===== config.mk =====
export PLATFORM = sky130hd
export DESIGN_NAME = adc_spi_responder
export DESIGN_NICKNAME = d
export VERILOG_FILES = /design/src/rtl/adc_spi_responder.sv
export SDC_FILE = /design/constraint.sdc
export NUM_CORES = 1
export LEC_CHECK = 0
export CAP_MARGIN = 20
export CORE_MARGIN = 2
export CORE_UTILIZATION = 53
export CTS_BUF_LIST = sky130_fd_sc_hd__clkbuf_2 sky130_fd_sc_hd__clkbuf_4 sky130_fd_sc_hd__clkbuf_8
export DETAILED_ROUTE_END_ITERATION = 10
export HOLD_SLACK_MARGIN = 0.12
export MAX_ROUTING_LAYER = met4
export PLACE_DENSITY = 0.95
export SKIP_CTS_REPAIR_TIMING = 1
export SLEW_MARGIN = 20
export SYNTH_ARGS = -nofsm -noshare
export SYNTH_HDL_FRONTEND = slang
export SYNTH_SLANG_ARGS = --single-unit

===== constraint.sdc =====
create_clock -name clk -period 3 [get_ports clk]
set_input_delay 0.9 -clock clk [delete_from_list [all_inputs] [get_ports clk]]
set_output_delay 0.9 -clock clk [all_outputs]
set_load 0.01 [all_outputs]

===== src/rtl/adc_spi_responder.sv =====
// adc_spi_responder: slave-side model of an 8-channel 12-bit serial ADC, oversampled on clk
module adc_spi_responder #(
    parameter int         SYNC_STAGES = 2,
    parameter logic [2:0] RESET_ADDR  = 3'b000
) (
    input  logic        clk,
    input  logic        rst_n,
    input  logic        cs_n,
    input  logic        sclk,
    input  logic        din,
    input  logic [95:0] ch_data,
    output logic        dout,
    output logic        dout_oe,
    output logic [2:0]  cur_addr,
    output logic        frame_done,
    output logic        frame_abort
);
    typedef enum logic {IDLE, ACTIVE} state_t;

    state_t                 state_q, state_d;
    logic [SYNC_STAGES-1:0] cs_sync_q, sclk_sync_q, din_sync_q, warm_q;
    logic                   sclk_prev_q, armed_q;
    logic                   skip_q, skip_d;
    logic [3:0]             bit_cnt_q, bit_cnt_d;
    logic [15:0]            shreg_q, shreg_d;
    logic [2:0]             addr_next_q, addr_next_d, cur_addr_q, cur_addr_d;
    logic                   frame_done_q, frame_done_d, frame_abort_q, frame_abort_d;
    logic                   cs_s, sclk_s, din_s, sclk_rise, sclk_fall, cs_fall, last_edge;
    logic [11:0]            ch [8];

    for (genvar k = 0; k < 8; k++) begin : g_ch
        assign ch[k] = ch_data[12*k +: 12];
    end

    assign cs_s      = cs_sync_q[SYNC_STAGES-1];
    assign sclk_s    = sclk_sync_q[SYNC_STAGES-1];
    assign din_s     = din_sync_q[SYNC_STAGES-1];
    assign sclk_rise = ~sclk_prev_q & sclk_s;
    assign sclk_fall = sclk_prev_q & ~sclk_s;
    // armed_q only reflects a real high cs_n sample once the chain holds post-reset data,
    // so a cs_n already low at reset release cannot start a frame
    assign cs_fall   = armed_q & ~cs_s;
    assign last_edge = sclk_rise && (bit_cnt_q == 4'd15);

    assign dout        = (state_q == ACTIVE) & shreg_q[15];
    assign dout_oe     = (state_q == ACTIVE);
    assign cur_addr    = cur_addr_q;
    assign frame_done  = frame_done_q;
    assign frame_abort = frame_abort_q;

    // Input synchronizers, sclk edge history and the cs_n arming flag
    always_ff @(posedge clk or negedge rst_n) begin
        if (!rst_n) begin
            cs_sync_q   <= '1;
            sclk_sync_q <= '1;
            din_sync_q  <= '1;
            warm_q      <= '0;
            sclk_prev_q <= 1'b1;
            armed_q     <= 1'b0;
        end else begin
            cs_sync_q   <= {cs_sync_q[SYNC_STAGES-2:0], cs_n};
            sclk_sync_q <= {sclk_sync_q[SYNC_STAGES-2:0], sclk};
            din_sync_q  <= {din_sync_q[SYNC_STAGES-2:0], din};
            warm_q      <= {warm_q[SYNC_STAGES-2:0], 1'b1};
            sclk_prev_q <= sclk_s;
            armed_q     <= warm_q[SYNC_STAGES-1] & cs_s;
        end
    end

    // Frame state register
    always_ff @(posedge clk or negedge rst_n) begin
        if (!rst_n) begin
            state_q       <= IDLE;
            skip_q        <= 1'b0;
            bit_cnt_q     <= '0;
            shreg_q       <= '0;
            addr_next_q   <= RESET_ADDR;
            cur_addr_q    <= RESET_ADDR;
            frame_done_q  <= 1'b0;
            frame_abort_q <= 1'b0;
        end else begin
            state_q       <= state_d;
            skip_q        <= skip_d;
            bit_cnt_q     <= bit_cnt_d;
            shreg_q       <= shreg_d;
            addr_next_q   <= addr_next_d;
            cur_addr_q    <= cur_addr_d;
            frame_done_q  <= frame_done_d;
            frame_abort_q <= frame_abort_d;
        end
    end

    // Next state: the first sclk fall of each frame is skipped because bit 1 is already on dout
    always_comb begin
        state_d       = state_q;
        skip_d        = skip_q;
        bit_cnt_d     = bit_cnt_q;
        shreg_d       = shreg_q;
        addr_next_d   = addr_next_q;
        cur_addr_d    = cur_addr_q;
        frame_done_d  = 1'b0;
        frame_abort_d = 1'b0;
        if (state_q == IDLE) begin
            bit_cnt_d = '0;
            if (cs_fall) begin
                state_d = ACTIVE;
                shreg_d = {4'b0000, ch[cur_addr_q]};
                skip_d  = 1'b1;
            end
        end else begin
            if (sclk_fall) begin
                skip_d  = 1'b0;
                shreg_d = skip_q ? shreg_q : {shreg_q[14:0], 1'b0};
            end
            if (sclk_rise) begin
                bit_cnt_d = bit_cnt_q + 4'd1;
                if (bit_cnt_q >= 4'd2 && bit_cnt_q <= 4'd4) addr_next_d = {addr_next_q[1:0], din_s};
                if (last_edge) begin
                    cur_addr_d   = addr_next_q;
                    frame_done_d = 1'b1;
                    shreg_d      = {4'b0000, ch[addr_next_q]};
                    skip_d       = 1'b1;
                end
            end
            if (cs_s) begin
                state_d       = IDLE;
                bit_cnt_d     = '0;
                frame_abort_d = !last_edge && (bit_cnt_q != 4'd0 || sclk_rise);
                if (frame_abort_d) addr_next_d = cur_addr_q;
            end
        end
    end
endmodule


==> run_1/layer_met1.png <==
Supply wires on this layer in grey.
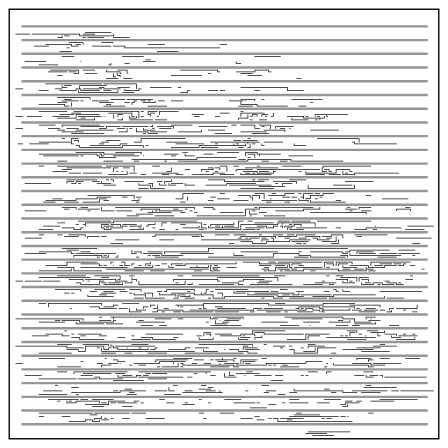
The longest straight run is 27.6 um. 456 nets have wire on it. The wires run mostly horizontal.
via count: 3291
Routed Wire Length: 9.61 mm

==> run_1/layer_met2.png <==
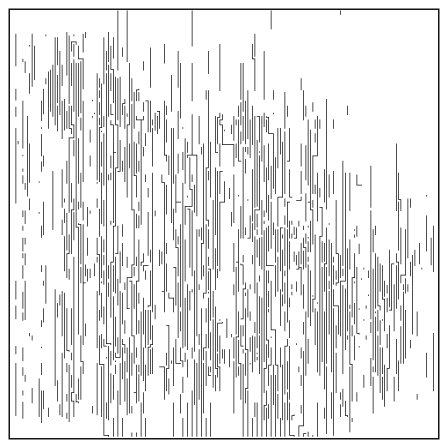
The layer carries 4920 um of wire. The wires run mostly vertical. The layer holds 51% of the routed length. 470 nets have wire on it. The longest straight run is 53.5 um.
GR Util met2: 49.0%

==> run_1/layer_met3.png <==
Scale bar: 20 um.
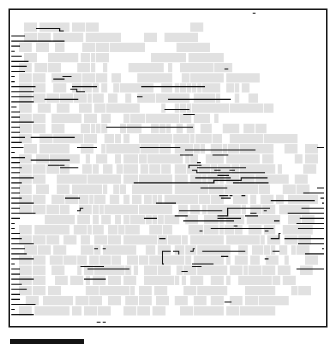
The layer carries 703 um of wire. 121 nets have wire on it. The wires run mostly horizontal.
met3 GRT Util: 4.09%

==> run_1/layer_met4.png <==
Supply wires on this layer in grey.
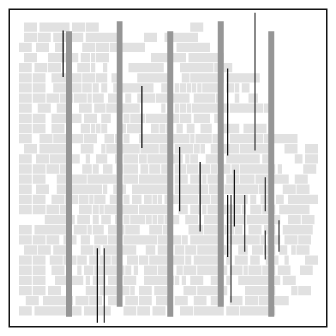
The longest straight run is 36.7 um. The wires run mostly vertical. The layer holds 2.7% of the routed length. The layer carries 263 um of wire. 14 nets have wire on it.

==> run 1: flip-flops by register name, indices dropped and copies added (netlist names) <==
signal	flops
shreg_q	16
bit_cnt_q	4
addr_next_q	3
cur_addr	3
cs_sync_q	2
din_sync_q	2
sclk_sync_q	2
warm_q	2
armed_q	1
dout_oe	1
frame_abort	1
frame_done	1
sclk_prev_q	1
skip_q	1
==> run 1: layer usage <==
metal  share of wire [%]  GRT usage [%]  wire length [um]  vias up
met5                   0              -                 0        -
met3                 7.3           4.09               703       31
met2                  51           49.0              4920      198
met4                 2.7           9.67               262        0
li1                    -              -                 -     1455
met1                  39           34.8              3730     1607
==> run 1: critical path, delay by kind of cell <==
kind	cells	cell delay [ns]
mux	3	1.05
buf+inv	1	0.42
compound gates	1	0.22
==> metrics.cfg, run 1 <==
[finish]
final_layout_top_logic_cells = clkdlybuf4s50_1 (106), mux2i_1 (42), dfrtp_1 (32)
logic_area_sq_um = 2230
flop_area_sq_um = 1010
area_growth_pct = 35.1
layout_top_cell = clkdlybuf4s50_1

[flow_run]
drv_cap = 0
warning_count = 28

[timing]
hold_viol = 0
slew_viol_final = 0
relSlewSlack_pct = 42.5
rsz0062_at_grt = no
fin_tns_setup_ns = 0

[floorplanning]
floorplan.core_util_pct = 54.6
num_io_pins = 108

[power]
p_seq_uw = 654
p_clk_share_pct = 30.7
p_clk_uw = 486
internal_power_mw = 1.16
power_density_nw_per_um2 = 338
power_mw = 1.58

[yosys]
top_logic_kind = multiplexers
yosysTopAreaCellShare_pct = 23.8
synth.area.top_cells = dfrtp_1 (24%), mux4_2 (16%), mux2i_1 (12%)
ys_cells = 326
postSynthAreaPerCell_sq_um = 10.6
synth-main-ff-cell = dfrtp_1
ys_sh_adder_pct = 1.08

[worst_setup_path]
required_ns = 3.18
cp-end-kind = register
cp_slowest_cell = mux4_2
cp_common_cell = mux2_2

[placement]
place_inst = 489
gp_congestion = 0.814
placed_cell_area_sq_um = 4550
place_ws_ns = 0.303

[route]
antenna_left = 0
first_iter_violations = 281
wl_per_cell_um = 19.3

[hold_path]
min_path_cells = 0
worstHoldEndpoint = cs_sync_q[1]$_DFF_PN1_

[status]
outcome = completed

[cts]
clock_path_buffers = 2
clk_pin_slew_ns = 0.08

==> run 2: changes to the inputs <==
CORE_UTILIZATION = 49   (was 53)
PLACE_DENSITY = 0.92   (was 0.95)
clock period = 2.26 ns   (was 3 ns; I/O delays follow)
==> run_2/layer_met2.png <==
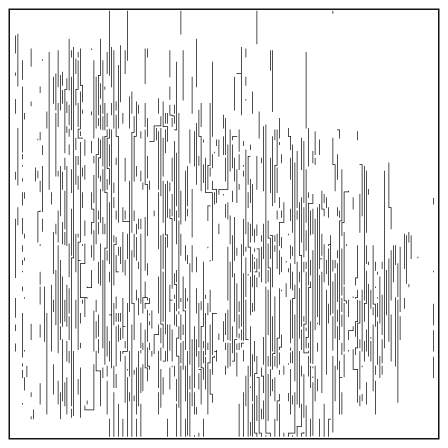
480 nets have wire on it. The layer holds 51% of the routed length. The wires run mostly vertical.
via count: 3299
GR Util met2: 47.0%
Routed Wire Length: 9.69 mm

==> run_2/layer_met1.png <==
Supply wires on this layer in grey.
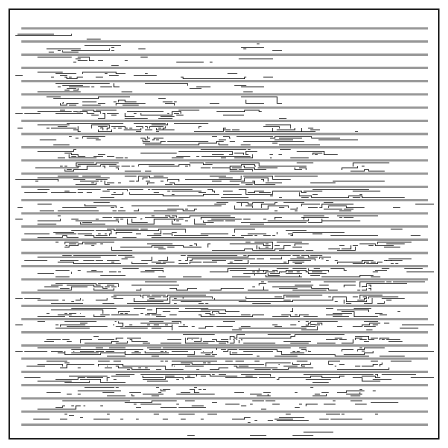
The wires run mostly horizontal. 463 nets have wire on it. The layer holds 38% of the routed length. The layer carries 3720 um of wire.

==> metrics.cfg, run 2 <==
[worst_setup_path]
cp_common_cell = mux2_2
critical-path-top-delay-family = multiplexers
required_ns = 2.44
cp-end-kind = register
cp_slowest_cell = mux4_2

[yosys]
top_logic_kind = multiplexers
ys_cells = 326
synth-main-ff-cell = dfrtp_1
yosysTopAreaCellShare_pct = 23.8
synth.area.top_cells = dfrtp_1 (24%), mux4_2 (16%), mux2i_1 (12%)
ys_sh_adder_pct = 1.08

[placement]
place_inst = 514
placed_cell_area_sq_um = 4640
place_ws_ns = -0.215

[finish]
final_layout_top_logic_cells = clkdlybuf4s50_1 (106), mux2i_1 (42), dfrtp_1 (31)
largest_register_ffs = 16
layout_top_cell = clkdlybuf4s50_1
logic_area_sq_um = 2230
buf_share_pct = 25.1
top_register = shreg_q
reg.largest.list = shreg_q x16, bit_cnt_q x4
area_growth_pct = 37.1
flop_area_sq_um = 1010

[route]
wl_per_cell_um = 18.6
routed.top_layer = met4
m1WireLength_mm = 3.72
wl_met2_mm = 4.94
antenna_left = 0
drc = 0
first_iter_violations = 326

[power]
p_seq_uw = 869
internal_power_mw = 1.50
p_clk_uw = 584
power_mw = 2.04
p_clk_share_pct = 28.6
power_density_nw_per_um2 = 430

[timing]
hold_viol = 0
slew_viol_final = 0
relSlewSlack_pct = 53.3
fin_tns_setup_ns = 0

[cts]
clock_path_buffers = 2

[flow_run]
drv_cap = 0
warning_count = 28

[status]
outcome = completed

[grt]
use_met1_pct = 31.6
busiest_layer = met2
globalRouteMet3Util_pct = 4.24

[floorplanning]
floorplan.core_util_pct = 50.7
num_io_pins = 108

==> run 2: path summary, 6_finish.rpt <==
check | start | end | slack, ns | cells past startpoint
worst min register to register | din_sync_q[0]$_DFF_PN1_ | din_sync_q[1]$_DFF_PN1_ | 0.35 | 0
worst min-delay path | din_sync_q[0]$_DFF_PN1_ | din_sync_q[1]$_DFF_PN1_ | 0.35 | 0
worst max-delay path | ch_data[60] | shreg_q[0]$_DFFE_PN0P_ | 0.07 | 5
max in group asynchronous | rst_n | din_sync_q[0]$_DFF_PN1_ | 1.44 | 2
worst max register to register | sclk_sync_q[1]$_DFF_PN1_ | addr_next_q[1]$_DFFE_PN0P_ | 0.17 | 4
min in group asynchronous | rst_n | frame_done$_DFF_PN0_ | 0.45 | 2
==> run 3: changes to the inputs <==
CELL_PAD_IN_SITES_DETAIL_PLACEMENT = 0   (was default)
CELL_PAD_IN_SITES_GLOBAL_PLACEMENT = 1   (was default)
CORE_UTILIZATION = 37   (was 49)
PLACE_DENSITY = 0.91   (was 0.92)
==> run_3/layer_met1.png <==
Supply wires on this layer in grey.
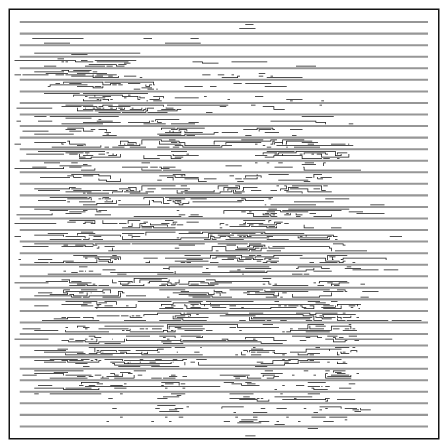
The layer carries 4220 um of wire. 461 nets have wire on it.
met1 GRT Util: 24.7%
Routed Wire Length: 9.42 mm
via count: 3119

==> run_3/clocks.png <==
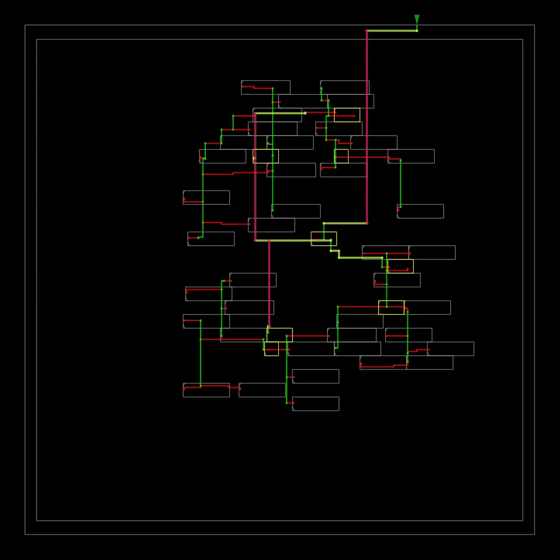
Clock buffer cells: 7
seq_cells: 40
CTS Sinks: 40
CTS buffer count: 5
Clock group: 506 uW

==> metrics.cfg, run 3 <==
[worst_setup_path]
crit_start = ch_data[12]
worstSetupEndpoint = shreg_q[0]$_DFFE_PN0P_
critical-path-top-delay-family = multiplexers
cp-end-kind = register
path_buffers = 1
reg2reg_depth = 4
cp_slowest_cell = mux4_2
cp_common_cell = mux2_2
r2r_end = shreg_q[4]$_DFFE_PN0P_

[floorplanning]
floorplan.core_util_pct = 37.9

[timing]
rsz0062_at_grt = no
slew_viol_final = 0
hold_viol = 0
relSlewSlack_pct = 54.6
fin_tns_setup_ns = 0

[finish]
area_growth_pct = 37.4
top_register = shreg_q
layout_top_cell = clkdlybuf4s50_1
flop_area_sq_um = 1010
final_layout_top_logic_cells = clkdlybuf4s50_1 (106), mux2i_1 (42), dfrtp_1 (31)
largest_register_ffs = 16
reg.largest.list = shreg_q x16, bit_cnt_q x4
logic_area_sq_um = 2230

[route]
m1WireLength_mm = 4.22
routed.top_layer = met4
wl_per_cell_um = 17.5
first_iter_violations = 149
drc = 0
antenna_left = 0

[yosys]
synth.area.top_cells = dfrtp_1 (24%), mux4_2 (16%), mux2i_1 (12%)
synth-main-ff-cell = dfrtp_1
yosysTopAreaCellShare_pct = 23.8
ys_cells = 326

[placement]
place_inst = 530
place_ws_ns = -0.156
gp_congestion = 0.839

[power]
p_seq_uw = 870
power_density_nw_per_um2 = 411
internal_power_mw = 1.42
power_mw = 1.96
p_clk_share_pct = 25.9

[grt]
globalRouteMet3Util_pct = 2.84
gr-usage-met2_pct = 32.6
busiest_layer = met2

[status]
outcome = completed

[flow_run]
warning_count = 28
drv_cap = 0

[cts]
clock_path_buffers = 2
clk_pin_slew_ns = 0.08

-- run 3: cell types whose count changed in the layout (fill, tap and decap cells not counted) --
cell | before | now
buf_4 | 14 | 15
bufinv_16 | 1 | 0
clkbuf_8 | 5 | 6
clkinv_2 | 1 | 0
clkinvlp_4 | 0 | 1
-- run 3: cell type report --
cell class              count  area share (%)
multi-input cells         235            46.9
repair buffers            123            25.2
flip-flops and latches     40            21.3
well taps                 111            2.92
clock buffers               7            1.89
inverters                  21            1.66
clock inverters             1           0.158
-- run 3: cell families after synthesis --
logic type | synth area share (%)
AND-OR/OR-AND | 18.7
flip-flops | 29.1
other | 0.108
adder cells (fa/ha/maj) | 1.08
multiplexers | 35.3
buffers and inverters | 6.36
XOR/XNOR | 0.759
AND/OR/NAND/NOR | 8.52
Power figures rest on the tool's default switching activity, not on a simulated workload.
